==> run_1/placement.png <==
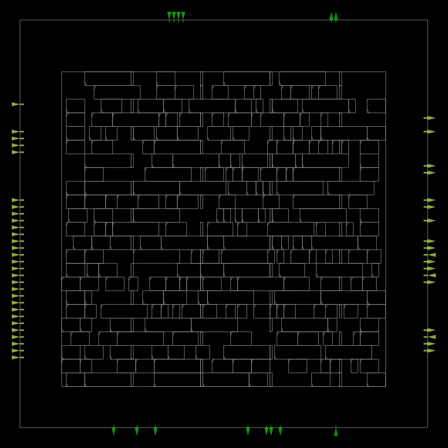
==> run_1/flops_by_reg.png <==
Scale bar: 20 um. Other sequential cells in the stronger grey, the rest of the logic in the fainter grey.
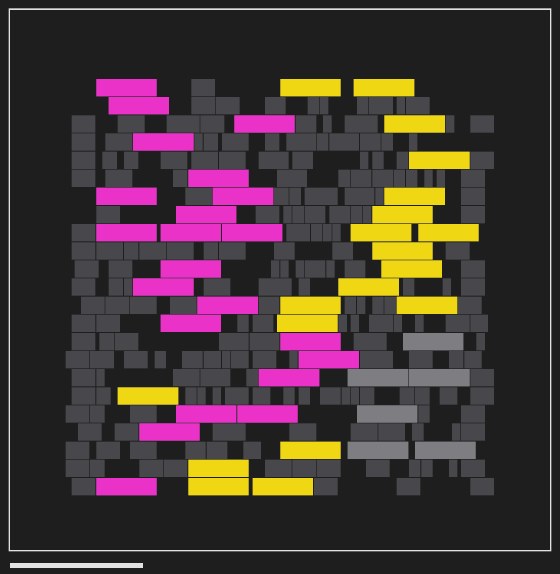
==> run_1/metal_density.png <==
16 x 16 tiles, from dark blue (low) to red (high), scaled to the fullest tile. Values are wire area over tile area, all layers added.
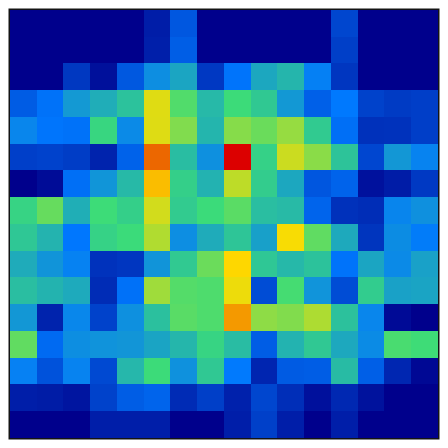
==> config.mk <==
export PLATFORM = sky130hd
export DESIGN_NAME = fp32_to_flopoco_8_8_flat
export DESIGN_NICKNAME = d
export VERILOG_FILES = /design/src/rtl/flopoco_8_8_pkg.sv /design/src/rtl/fp32_to_flopoco_8_8_if.sv /design/src/rtl/fp32_rne_8.sv /design/src/rtl/fp32_to_flopoco_8_8.sv /design/src/flat_wrapper.sv
export SDC_FILE = /design/constraint.sdc
export NUM_CORES = 1
export LEC_CHECK = 0
export CAP_MARGIN = 10
export CORE_MARGIN = 8
export CORE_UTILIZATION = 51
export CTS_CLUSTER_DIAMETER = 60
export DETAILED_ROUTE_END_ITERATION = 8
export PLACE_DENSITY_LB_ADDON = 0.05
export SLEW_MARGIN = 20
export SYNTH_ARGS = -nofsm -noshare
export SYNTH_HDL_FRONTEND = slang
export SYNTH_SLANG_ARGS = --single-unit
==> constraint.sdc <==
create_clock -name clk -period 6 [get_ports clk]
set_input_delay 1.2 -clock clk [delete_from_list [all_inputs] [get_ports clk]]
set_output_delay 1.2 -clock clk [all_outputs]
set_load 0.1 [all_outputs]
==> results.sh <==
# physical design summary
export IMPL_cell_breakdown_of_the_critical_path="clkdlybuf4s50_1 -> inv_2 -> buf_4 -> and2_1 -> buf_4"
export IMPL_worst_pin_slew_ps=992.6
export IMPL_area_growth_synth_to_final_pct=34.59
export IMPL_io_pins=61
export IMPL_syn_nets=227
export IMPL_syn_inst=188
export IMPL_clockRootBuffer="clkbuf_8"
export IMPL_critical_path_depth=5
export IMPL_cts_hold_buffers_added=0
export IMPL_async_flop_share=1.000
export IMPL_r2r_worst_path_cells=3
export IMPL_count_of_cells_resized_by_post_cts_repair=0
export IMPL_worst_clock_skew_ps=5.217
export IMPL_worst_slew_margin_rel=0.3362
export IMPL_worst_path_max_fanout=49
export IMPL_critical_path_top_cell_by_count="buf_4"
export IMPL_finalCritPeriodShare=0.6406
export IMPL_pwr_share_seq=0.384
export IMPL_die_area_mm2=0.006563
export IMPL_nFillCells=299
export IMPL_internal_power_uw=614.0
export IMPL_pwr_share_comb=0.432
export IMPL_post_place_ws_ps=2101
export IMPL_gp_congestion=0.7360
export IMPL_finalInstanceArea_mm2=0.002902
export IMPL_setup_worst_path_start_class="primary input"
export IMPL_flop_cell="dfrtp_1"
export IMPL_post_synthesis_cell_type_count=33
export IMPL_via_per_inst=5.368
export IMPL_final_critical_path_setup_slack_ps=2157
export IMPL_power_density_mw_per_mm2=382.1
export IMPL_core_area_mm2=0.004029
export IMPL_yosys_register_bits=47
export IMPL_synthDominantCellAreaShare=0.5456
export IMPL_worst_hold_path_num_cells=2
export IMPL_drc_errors=0
export IMPL_timing_max_transition_violations_final=0
export IMPL_critical_path_buffer_and_inverter_count=4
export IMPL_worstSkewPairLatency_ps=300
export IMPL_power_net_switching_uw=494.7
export IMPL_clkSlewWorstSetupHoldPaths_ps=80
export IMPL_synth_yosys_warnings=0
export IMPL_status="complete, no violations"
export IMPL_vdd_ir_drop_worst_mv=0.2589
export IMPL_tritoncts="built"
export IMPL_postSynthAreaPerCell_um2=11.47
export IMPL_die_y_um=81.02
export IMPL_cts_htree_levels=2
export IMPL_place_detailed_hpwl_um=3582
export IMPL_setup_reg_to_reg_worst_slack_ps=4310
export IMPL_worst_hold_margin_ps=481.9
export IMPL_warnings=26
export IMPL_top_cell_type_by_total_area_after_synthesis="dfrtp_1"
export IMPL_static_leakage_power_uw=0.001164
export IMPL_p_total_uw=1109
export IMPL_maxCapViolCount=0
export IMPL_final_nets=290
export IMPL_critical_path_top_delay_family="buffers and inverters"
export IMPL_topCellsByArea="dfrtp_1 55%, mux2_1 5.7%, mux2_2 5.7%"
export IMPL_timing_worst_setup_path_type="primary input to primary output"
export IMPL_unrepaired_setup_endpoints_after_global_routing="false"
export IMPL_first_pass_grt_wire_length_um=7755
export IMPL_detail_route_antenna_nets=0
export IMPL_final_period_minus_worst_setup_slack_ps=3843
export IMPL_max_stage_delay_ps=480
export IMPL_die_x_um=81.02
export IMPL_antenna_found_initial=0
export IMPL_holdCritPathClass="register to register"
export IMPL_initialDrtViolationCount=74
export IMPL_crit_path_end_kind="primary output"
export IMPL_max_clock_freq_mhz=260.2
export IMPL_enable_flop_cells=0
export IMPL_setup_total_negative_slack_ps=0
export IMPL_cts_setup_buffers=0
export IMPL_timing_hold_violations_final=0
export IMPL_track_usage=0.1494
export IMPL_cp_data_arrival_time_ps=2640
export IMPL_synth_cells_yosys=188
export IMPL_synth_yosys_chip_area_mm2=0.002156
export IMPL_port_buffer_count=60
export IMPL_required_ps=4800
export IMPL_power_switching_share=0.4462
export IMPL_largest_register_ffs=22
export IMPL_clockBufferDepth=2
export IMPL_drt_pass1_iterations=4
export IMPL_grt_start_max_net_pins=50
export IMPL_clock_net_sink_count=47
export IMPL_floorplanUtilization=0.5351
export IMPL_power_clock_fraction=0.183
export IMPL_post_dp_cell_area_mm2=0.002801
export IMPL_tritoncts_num_buffers=5
export IMPL_number_of_antenna_diodes=0
export IMPL_globalRouteOverflowTotal=0
Back to the opening pictures, placement.png:
Core Util, Final: 0.7202
final sequential cell count: 47
row cnt: 23

Back to the opening pictures, flops_by_reg.png:
legend:
  yellow:
    name_in_the_netlist: u_core.bus.out_data
    placed_flops: 19
  magenta:
    name_in_the_netlist: u_core.s1_q
    placed_flops: 22
not coloured: 6
Sequential cell area: 0.001176 mm2
sequential cell power: 426 uW
flop share of the area: 0.4053

Back to the opening pictures, metal_density.png:
tiles over half the peak: 14%
fullest tile: 0.42
mean over tiles: 0.11
nearly empty tiles: 18%
WL per Instance: 14.95 um
total wirelength of the detailed-routed design: 4516 um

run 1: metrics by stage:
step / instances / utilization
floorplan: 188 / -
global placement: 294 / 0.6953
detailed placement: 294 / 0.6953
CTS: 302 / 0.7202
global route: 302 / 0.7202
finish: 302 / 0.7202
run 1: layout by cell type (no fill, tap or decap), types with 2 or more instances in the layout:
cell type,n
nand3_1,5
dfrtp_1,47
nor3_1,4
nand3_2,3
buf_4,2
nand2b_1,3
mux2_1,11
ha_1,2
clkdlybuf4s50_1,59
nor4_2,5
nor2_1,5
nor4_1,7
inv_1,5
a22o_1,2
xnor2_1,13
o21ai_0,7
nand2_1,23
o21ai_1,11
clkbuf_8,7
nand4_1,5
mux2_2,11
run 1: power groups by stage:
stage / clock network, uW / logic [uW] / registers [uW]
floorplan: 0 / 100 / 682
global placement: 0 / 479 / 430
detailed placement: 0 / 484 / 433
CTS: 208 / 484 / 427
global route: 225 / 500 / 436
finish: 203 / 479 / 426
run 1: per-layer routing:
layer  vias to the layer above  routed length [um]  share of wire  global-route usage
met4                         0                  65          0.014             0.05893
met3                         7                 419          0.093             0.05740
li1                        802                   -              -                   -
met5                         -                   0              0                   0
met2                        63                1925           0.43              0.2181
met1                       749                2107           0.47              0.1954
run 1: Yosys cell counts (2+ instances only):
cell / n
a22o_1: 2
mux2_1: 11
dfrtp_1: 47
ha_1: 2
o21ai_1: 11
nand3_2: 3
nand3_1: 5
nand2b_1: 3
o21ai_0: 7
xnor2_1: 13
clkbuf_1: 2
inv_1: 6
nor4_2: 5
mux2_2: 11
nor3_1: 4
nor4_1: 7
nor2_1: 5
nand2_1: 23
nand4_1: 5
buf_2: 3
run 1: layout make-up:
| class | instances | area (um2) | area share |
|---|---|---|---|
| well taps | 50 | 62.56 | 0.02156 |
| multi-input cells | 130 | 934.6 | 0.3221 |
| repair buffers | 61 | 605.6 | 0.2087 |
| clock buffers | 8 | 100.1 | 0.03450 |
| flip-flops and latches | 47 | 1176 | 0.4053 |
| inverters | 6 | 22.52 | 0.007762 |
run 1: logic make-up (layout without fill, tap and decap cells):
family	Yosys count	count (layout)	share of synthesized area
xor gates and xnor gates	14	14	0.05688
DFF	47	47	0.5456
adders and majority gates	2	2	0.01161
and+or+nand+nor	66	66	0.1788
AOI/OAI and AO/OA	25	25	0.06674
muxes	23	23	0.1196
buffers and inverters	11	75	0.02089
run 1: worst min-delay path: stages (launching register included):
cell     delay [ps]
dfrtp_1         340
nand2_1          50
o21ai_0          60
Power and IR drop assume default switching activity.
